**config.mk**
```make
export PLATFORM = sky130hd
export DESIGN_NAME = mul_arbiter
export DESIGN_NICKNAME = d
export VERILOG_FILES = /design/src/rtl/mul_arbiter.sv
export SDC_FILE = /design/constraint.sdc
export NUM_CORES = 1
export LEC_CHECK = 0
export ABC_AREA = 0
export CORE_ASPECT_RATIO = 0.9
export CORE_MARGIN = 2
export CORE_UTILIZATION = 37
export CTS_BUF_LIST = sky130_fd_sc_hd__clkbuf_16
export CTS_CLUSTER_DIAMETER = 80
export DETAILED_ROUTE_END_ITERATION = 10
export PLACE_DENSITY = 0.7
export SLEW_MARGIN = 5
export SYNTH_ARGS = -nofsm -noshare
export SYNTH_HDL_FRONTEND = slang
export SYNTH_SLANG_ARGS = --single-unit
```
**constraint.sdc**
```tcl
create_clock -name clk -period 6.5 [get_ports clk]
set_input_delay 1.3 -clock clk [delete_from_list [all_inputs] [get_ports clk]]
set_output_delay 1.3 -clock clk [all_outputs]
set_load 0.01 [all_outputs]
```
**src/rtl/mul_arbiter.sv**
```systemverilog
// Round-robin arbiter that time-shares one signed 4x4 multiplier among N_REQ
// requesters and returns the upper product nibble tagged with the requester ID.

module multiplier (
  input  logic signed [3:0] A,
  input  logic signed [3:0] B,
  output logic signed [7:0] y
);
  logic signed [7:0] a_ext;
  logic signed [7:0] b_ext;

  assign a_ext = {{4{A[3]}}, A};
  assign b_ext = {{4{B[3]}}, B};
  assign y     = a_ext * b_ext;
endmodule

module mul_arbiter #(
  parameter  int N_REQ = 2,
  localparam int ID_W  = $clog2(N_REQ)
) (
  input  logic               clk,
  input  logic               reset,
  input  logic [N_REQ-1:0]   req_valid,
  output logic [N_REQ-1:0]   req_ready,
  input  logic [4*N_REQ-1:0] req_a,
  input  logic [4*N_REQ-1:0] req_b,
  output logic               rsp_valid,
  input  logic               rsp_ready,
  output logic [3:0]         rsp_y,
  output logic [ID_W-1:0]    rsp_id
);

  typedef enum logic [1:0] {IDLE, CALC, RESP} state_t;

  state_t          state, state_nxt;
  logic [ID_W-1:0] rr_ptr;
  logic [ID_W-1:0] win_id;
  logic            win_any;
  logic [ID_W-1:0] op_id;
  logic [3:0]      op_a;
  logic [3:0]      op_b;
  logic [7:0]      product;

  multiplier u_mul (
    .A (op_a),
    .B (op_b),
    .y (product)
  );

  // Scan from the highest offset down so the last hit is the first requester
  // at or after rr_ptr; this avoids a break and keeps the search unrolled.
  always_comb begin
    // NOTE: every always_comb output gets a default first so no path infers a latch.
    win_any = 1'b0;
    win_id  = '0;
    for (int k = N_REQ - 1; k >= 0; k--) begin
      if (req_valid[(int'(rr_ptr) + k) % N_REQ]) begin
        win_any = 1'b1;
        win_id  = ID_W'((int'(rr_ptr) + k) % N_REQ);
      end
    end
  end

  always_comb begin
    req_ready = '0;
    if (state == IDLE && !reset && win_any) req_ready[win_id] = 1'b1;
  end

  always_comb begin
    state_nxt = state;
    unique case (state)
      IDLE:    if (win_any)   state_nxt = CALC;
      CALC:                   state_nxt = RESP;
      RESP:    if (rsp_ready) state_nxt = IDLE;
      default:                state_nxt = IDLE;
    endcase
  end

  always_ff @(posedge clk) begin
    // NOTE: sequential state uses non-blocking assignments so all registers update together.
    if (reset) state <= IDLE;
    else       state <= state_nxt;
  end

  always_ff @(posedge clk) begin
    if (reset) begin
      rr_ptr    <= '0;
      op_a      <= '0;
      op_b      <= '0;
      op_id     <= '0;
      rsp_valid <= 1'b0;
      rsp_y     <= '0;
      rsp_id    <= '0;
    end else begin
      unique case (state)
        IDLE: if (win_any) begin
          op_a   <= req_a[4*int'(win_id) +: 4];
          op_b   <= req_b[4*int'(win_id) +: 4];
          op_id  <= win_id;
          rr_ptr <= ID_W'((int'(win_id) + 1) % N_REQ);
        end
        CALC: begin
          rsp_y     <= product[7:4];
          rsp_id    <= op_id;
          rsp_valid <= 1'b1;
        end
        RESP: if (rsp_ready) rsp_valid <= 1'b0;
        default: ;
      endcase
    end
  end

endmodule

```
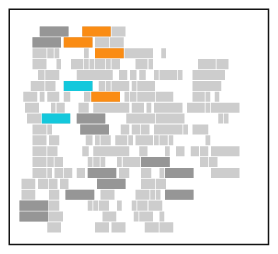
Run 1: sequential cells grouped by signal name
(4 px per um) Other sequential cells in the stronger gray, the rest of the logic in the fainter gray.
Key: rsp_y = orange [sequential cells 4]; state = cyan [sequential cells 2]
combined flip-flop and latch cell area: 360.3 um^2
final cell utilization of the core: 0.5202
flip-flop and latch share of the layout cell area: 0.2241
Seq power: 0.000131 W

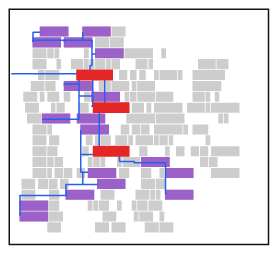
Run 1: clock network drawn from the DEF
(4 px per um)
Key: clock drivers = red [count 3]; clock wires = blue [length 200 um]; flip-flops = purple [count 18]
There are 4 routed clock nets.
clk latency late pin: 0.24 ns
maximum clock skew at final layout: 0.001926 ns
power in the clock group: 0.000117 W
part of the power in the clock network: 0.354

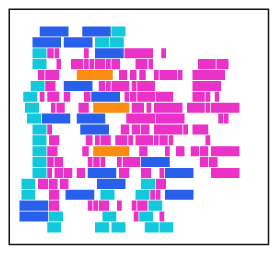
Run 1: cells colored by class
(4 px per um)
Key: combinational and other logic = magenta [cells 115, share of their area 54%]; remaining buffers and delay cells = cyan [cells 28, share of their area 18%]; clock drivers = orange [cells 3, share of their area 4.8%]; sequential cells = blue [cells 18, share of their area 23%]
core outline area: 0.003090 mm^2
number of cell rows: 19
post-route standard cell area excluding fillers: 0.001608 mm^2

## run 1: worst max-delay path: cells and delay by family
kind	cells	cell delay [ns]
buffers and inverters	2	1.30
AND/OR/NAND/NOR	1	0.53
## run 1: Yosys cell counts, drive strengths merged (2+ instances only)
master,n,share of area
nand2b,5,0.026
clkbuf,2,0.0062
ha,9,0.092
a21o,2,0.012
nand3b,2,0.012
nand2,24,0.076
and3,2,0.010
a22oi,8,0.049
inv,13,0.040
nor2,6,0.018
buf,2,0.0082
fa,9,0.15
o21ai,3,0.012
and2,6,0.031
a21oi,9,0.040
xnor2,3,0.022
nor2b,5,0.026
dfxtp,18,0.30
## run 1: kinds of logic after synthesis
group	share of synthesized area
adder cells (fa/ha/maj)	0.2405
multiplexers	0.009249
XOR/XNOR	0.04728
buffers and inverters	0.05448
flip-flops	0.2960
AND-OR/OR-AND	0.1264
AND/OR/NAND/NOR	0.2261
## run 1: routing by layer
metal,global-route usage,vias to the layer above
met5,0,-
met4,0.04559,0
met3,0.02677,2
met2,0.2634,18
met1,0.1791,471
li1,-,506
## run 1: sequential cells by signal (all words and copies together) (netlist names)
name,cells
op_a,4
op_b,4
op_id,1
rr_ptr,1
rsp_id,1
rsp_valid,1
rsp_y,4
state,2
## run 1: where the power goes
part / leakage, nW / internal (W) / switching (W)
registers: 0.148 / 0.000121 / 0.00000994
logic: 0.527 / 0.0000440 / 0.0000387
clock network: 0.0370 / 0.0000807 / 0.0000364
total: 0.712 / 0.000246 / 0.0000851
## run 1: worst max path at each step
stage,depth (start not counted),endpoint,slack [ns],startpoint
detailed placement,3,req_ready[0],2.07,reset
global placement,3,req_ready[0],2.13,reset
finish,3,req_ready[0],2.07,reset
CTS,3,req_ready[0],2.06,reset
global route,3,req_ready[0],1.96,reset
floorplan,13,rsp_y[3],3.15,op_b[3]
==> results.toml, run 1 <==
# generated from flow reports
[placement]
post_dp_cell_area_mm2 = 0.001533
dp_slack_ns = 2.071
numPortBuffers = 28
place.gp.congestion = 0.7909
hpwlAfterDp_um = 2008
place.detailed.instances = 203

[synth]
ys_async_sr_fraction = 0
yosys.stat.seqShare = 0.2960
number_of_synthesized_flops_with_an_enable_pin = 0
synth_area_mm2 = 0.001217
numSynthFlops = 18
ys_area_mm2 = 0.001217
post_synth_inst_count = 137
synth.yosys.num_cells = 137
syn_area_per_cell_um2 = 8.886
synth.net_count = 176

[worst_hold_path]
hold_ep = "rsp_id"
holdCritStartpoint = "rsp_id"
hold_path.class = "reg2reg"
worst_hold_path.num_cells = 2

[final_timing]
period_minus_slack_ns = 4.433
timing.final.ws_setup_ns = 2.067
worst_slew_pin_tran_ns = 0.5153
timing.final.crit_share = 0.6821
holdWs_ns = 0.4600
maxSlewViolCount = 0
timing.final.setup_violations = 0
max_freq_mhz = 225.6
timing.slew.headroom = 0.6558

[worst_setup_path]
rr_startpoint = "op_b[3]"
timing_worst_setup_path_type = "in2out"
worst_setup_path_start_kind = "input port"
r2r-end = "rsp_y[3]"
crit_slowest_cell = "clkdlybuf4s50_1"
crit_arrival_ns = 3.13
critPathMostFrequentCell = "clkdlybuf4s50_1"
r2r_slack_ns = 2.89
ff2ff_path_depth = 13
cp.required_ns = 5.20

[finish]
finish.cell_count_without_fillers = 206
lay_top_count = "clkdlybuf4s50_1"
final_net_count = 205
multiInputCombCellCount = 102
layout.nonclk_buf_frac = 0.1743
area_delta_synth_final_pct = 32.07
buffers_excl_clock = 28
area_share_clock_buf_inv = 0.04669
n_all_inverters = 13
comb-cell-share = 0.4918
logic_area_um2 = 790.8

[pwr]
power.leakage_nw = 0.7118
power_density_mw_per_mm2 = 205.7
power.total_w = 0.0003307

[floorplanning]
die_h_um = 58.42
floorplan.io_pins = 29
die_w_um = 64.47
nWellTaps = 42

[grt]
via_count_of_the_first_global_routing_pass = 1013
grt_start_max_net_pins = 16
grt_pass1_wl_um = 4312
grt_antenna_before_repair = 0

[clock_network]
cts_setup_buffers = 0
inserted_clock_buffers = 3
clock-sinks = 18
ctsHtreeMaxLevel = 1
clkTransAtPathRegs_ns = 0.05

[route]
detailed_routing_iterations_pass_1 = 4
topRoutingLayerUsed = "met4"
detail_route.drc_violations = 0
post_drt_via_cell_ratio = 4.840
wl_met1_um = 1114
num_vias = 997

[run_status]
outcome = "complete, no violations"

[job]
warning_count = 26
Run 1, cell placement:
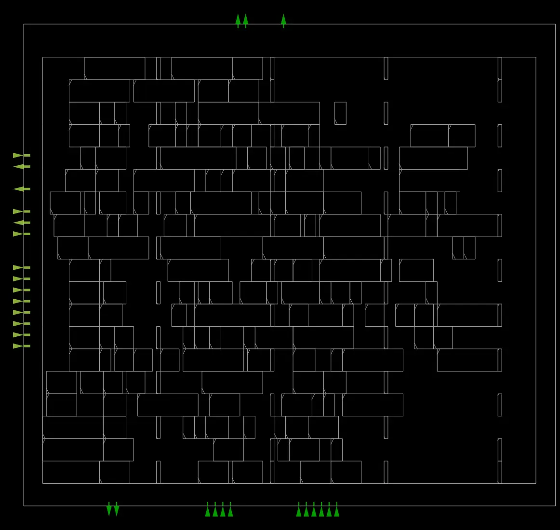

--- run 2 (diff from run 1) ---
--- a/config.mk
+++ b/config.mk
@@ -12,7 +12,7 @@
 export CTS_BUF_LIST = sky130_fd_sc_hd__clkbuf_16
 export CTS_CLUSTER_DIAMETER = 80
 export DETAILED_ROUTE_END_ITERATION = 10
-export PLACE_DENSITY = 0.7
+export PLACE_DENSITY = 0.73
 export SLEW_MARGIN = 5
 export SYNTH_ARGS = -nofsm -noshare
 export SYNTH_HDL_FRONTEND = slang
==> constraint.sdc (replaced) <==
create_clock -name clk -period 3.7 [get_ports clk]
set_input_delay 0.74 -clock clk [delete_from_list [all_inputs] [get_ports clk]]
set_output_delay 0.74 -clock clk [all_outputs]
set_load 0.01 [all_outputs]
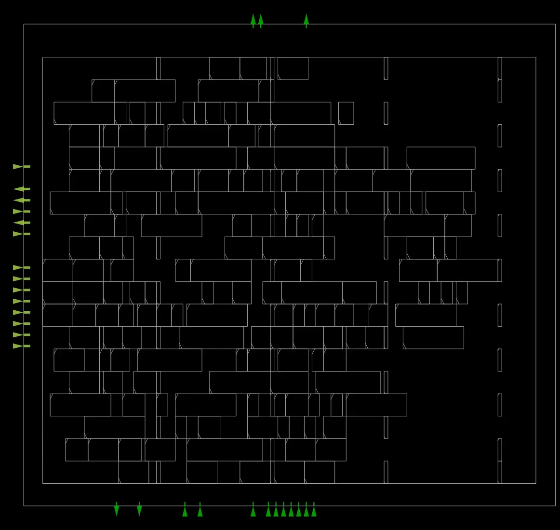
Run 2: cell placement
flip-flop and latch share of the layout cell area: 0.2208
final cell utilization of the core: 0.5336
Tap Count: 42
sequential cell count: 18

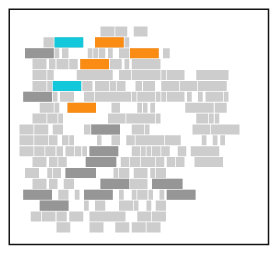
Run 2: sequential cells grouped by signal name
(4 px per um) Other sequential cells in the stronger gray, the rest of the logic in the fainter gray.
Key: state = cyan [sequential cells 2]; rsp_y = orange [sequential cells 4]
Another 12 sequential cells are not colored.
Seq power: 0.000228 W
combined flip-flop and latch cell area: 364.1 um^2

==> run 2 against run 1 <==
  * Synthesized cell count is the same
  * Final area is 2.6% higher
  * Cell count up 2.4%
  * Critical endpoint is now rsp_y[3]
  * First-iteration DRC count up 78%
  * Non-clock buffer count is 4 higher
  * Clock power up 85%
==> results.toml, run 2 <==
# generated from flow reports
[run_status]
outcome = "complete, no violations"

[worst_hold_path]
holdCritStartpoint = "rsp_y[1]"
hold_path.class = "reg2reg"
hold_ep = "rsp_y[1]"

[pwr]
seq_power_share = 0.382
p_comb_frac = 0.255
power_density_mw_per_mm2 = 362.9
power.total_w = 0.0005984
power.leakage_nw = 0.7352
comb_power_w = 0.000152
clock_net_power_w = 0.000217
part_of_the_power_in_the_clock_network = 0.363
power_switching_share = 0.2682

[synth]
post_synth_inst_count = 137
yosys.stat.seqShare = 0.2960
synth_area_mm2 = 0.001217
netlist.top_cell.by_instances = "nand2_1"
synthDominantAreaCellType = "dfxtp_1"
number_of_synthesized_flops_with_an_enable_pin = 0
ys_area_mm2 = 0.001217
synth.yosys.num_cells = 137
yosys-top-cells-area = "dfxtp_1 30%, fa_1 15%, ha_1 9.2%"
syn_area_per_cell_um2 = 8.886
post_synth_most_frequent_cells = "23 x nand2_1, 18 x dfxtp_1, 13 x inv_1"
synth.net_count = 176

[clock_network]
ctsHtreeMaxLevel = 1
clkTransAtPathRegs_ns = 0.05
cts_setup_buffers = 0

[worst_setup_path]
rr_startpoint = "op_a[1]"
worst_setup_path_start_kind = "flip-flop"
crit_slowest_cell = "fa_1"
crit_arrival_ns = 3.68
r2r_slack_ns = 0.21
r2r-end = "rsp_y[3]"
cp.required_ns = 3.89
ff2ff_path_depth = 13

[grt]
via_count_of_the_first_global_routing_pass = 1089
grt_antenna_before_repair = 0
grt_pass1_wl_um = 4491

[floorplanning]
die_w_um = 64.47
die_h_um = 58.42
floorplan.io_pins = 29
fp.coreArea_mm2 = 0.003090

[route]
post_drt_via_cell_ratio = 4.791
detailed_routing_iterations_pass_1 = 4
detail_route.drc_violations = 0
num_vias = 1011

[job]
warning_count = 26

[finish]
final_net_count = 209
finish.cell_count_without_fillers = 211
area_delta_synth_final_pct = 35.46
lay_top_count = "clkdlybuf4s50_1"
top_regs = "op_a x4, op_b x4, rsp_y x4"

[final_timing]
holdWs_ns = 0.4565
skew_ns = 0.001633
period_minus_slack_ns = 3.489
timing.final.crit_share = 0.9430
timing.slew.headroom = 0.6368
timing.final.setup_violations = 0
worst_slew_pin_tran_ns = 0.5437
maxSlewViolCount = 0
timing.final.ws_setup_ns = 0.2107

[placement]
dp_slack_ns = 0.1987
post_dp_cell_area_mm2 = 0.001563
numPortBuffers = 28
place.detailed.instances = 207
place.gp.congestion = 0.8208
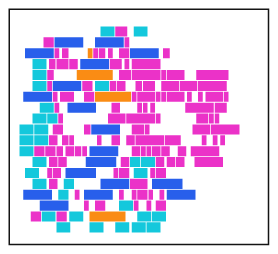
Run 2: cells colored by class
(4 px per um)
Key: combinational and other logic = magenta [cells 115, share of their area 53%]; clock drivers and dummy loads = orange [cells 4, share of their area 4.9%]; sequential cells = blue [cells 18, share of their area 23%]; remaining buffers and delay cells = cyan [cells 32, share of their area 19%]
post-route standard cell area excluding fillers: 0.001649 mm^2

## run 2: layer usage
metal	track usage	routed length (um)	part of all wire
met3	0.03250	89	0.035
met1	0.1821	1181	0.46
met5	0	0	0
met4	0.05471	32	0.012
met2	0.2723	1262	0.49
## run 2: worst max path at each step
| stage | slack, ns | start | cells past startpoint | end |
|---|---|---|---|---|
| 2_1_floorplan | 0.35 | op_b[3] | 13 | rsp_y[3] |
| 3_3_place_gp | 0.30 | op_a[0] | 13 | rsp_y[3] |
| 3_5_place_dp | 0.20 | op_a[0] | 13 | rsp_y[3] |
| 4_1_cts | 0.13 | op_a[0] | 13 | rsp_y[3] |
| 5_1_grt | -0.001 | op_a[1] | 13 | rsp_y[3] |
| 6_report | 0.21 | op_a[1] | 13 | rsp_y[3] |
## run 2: cell families after synthesis
kind of cell             share of synthesized area
XOR/XNOR                                   0.04728
AND/OR/NAND/NOR                             0.2261
multiplexers                              0.009249
adder cells (fa/ha/maj)                     0.2405
flip-flops                                  0.2960
buffers and inverters                      0.05448
AND-OR/OR-AND                               0.1264
## run 2: timing repair
action,in CTS,in global routing
resized,0,4
hold endpoints to repair,0,0
setup endpoints to repair,0,1
## run 2: area by class of cell
cell class              instances  area [um^2]
multi-input cells             102        794.5
clock buffers                   3        75.07
flip-flops and latches         18        364.1
repair buffers                 32        310.3
fillers                       298         1441
inverters                      13        48.80
clock inverters                 1        3.754
well taps                      42        52.55
## run 2: critical path: cells and delay by family (launching register included)
kind / cells / cell delay (ns)
AND/OR/NAND/NOR: 5 / 0.64
AND-OR/OR-AND: 2 / 0.28
adder cells (fa/ha/maj): 4 / 1.94
flip-flops: 1 / 0.38
buffers and inverters: 1 / 0.05
XOR/XNOR: 1 / 0.14
Power and IR drop assume default switching activity.
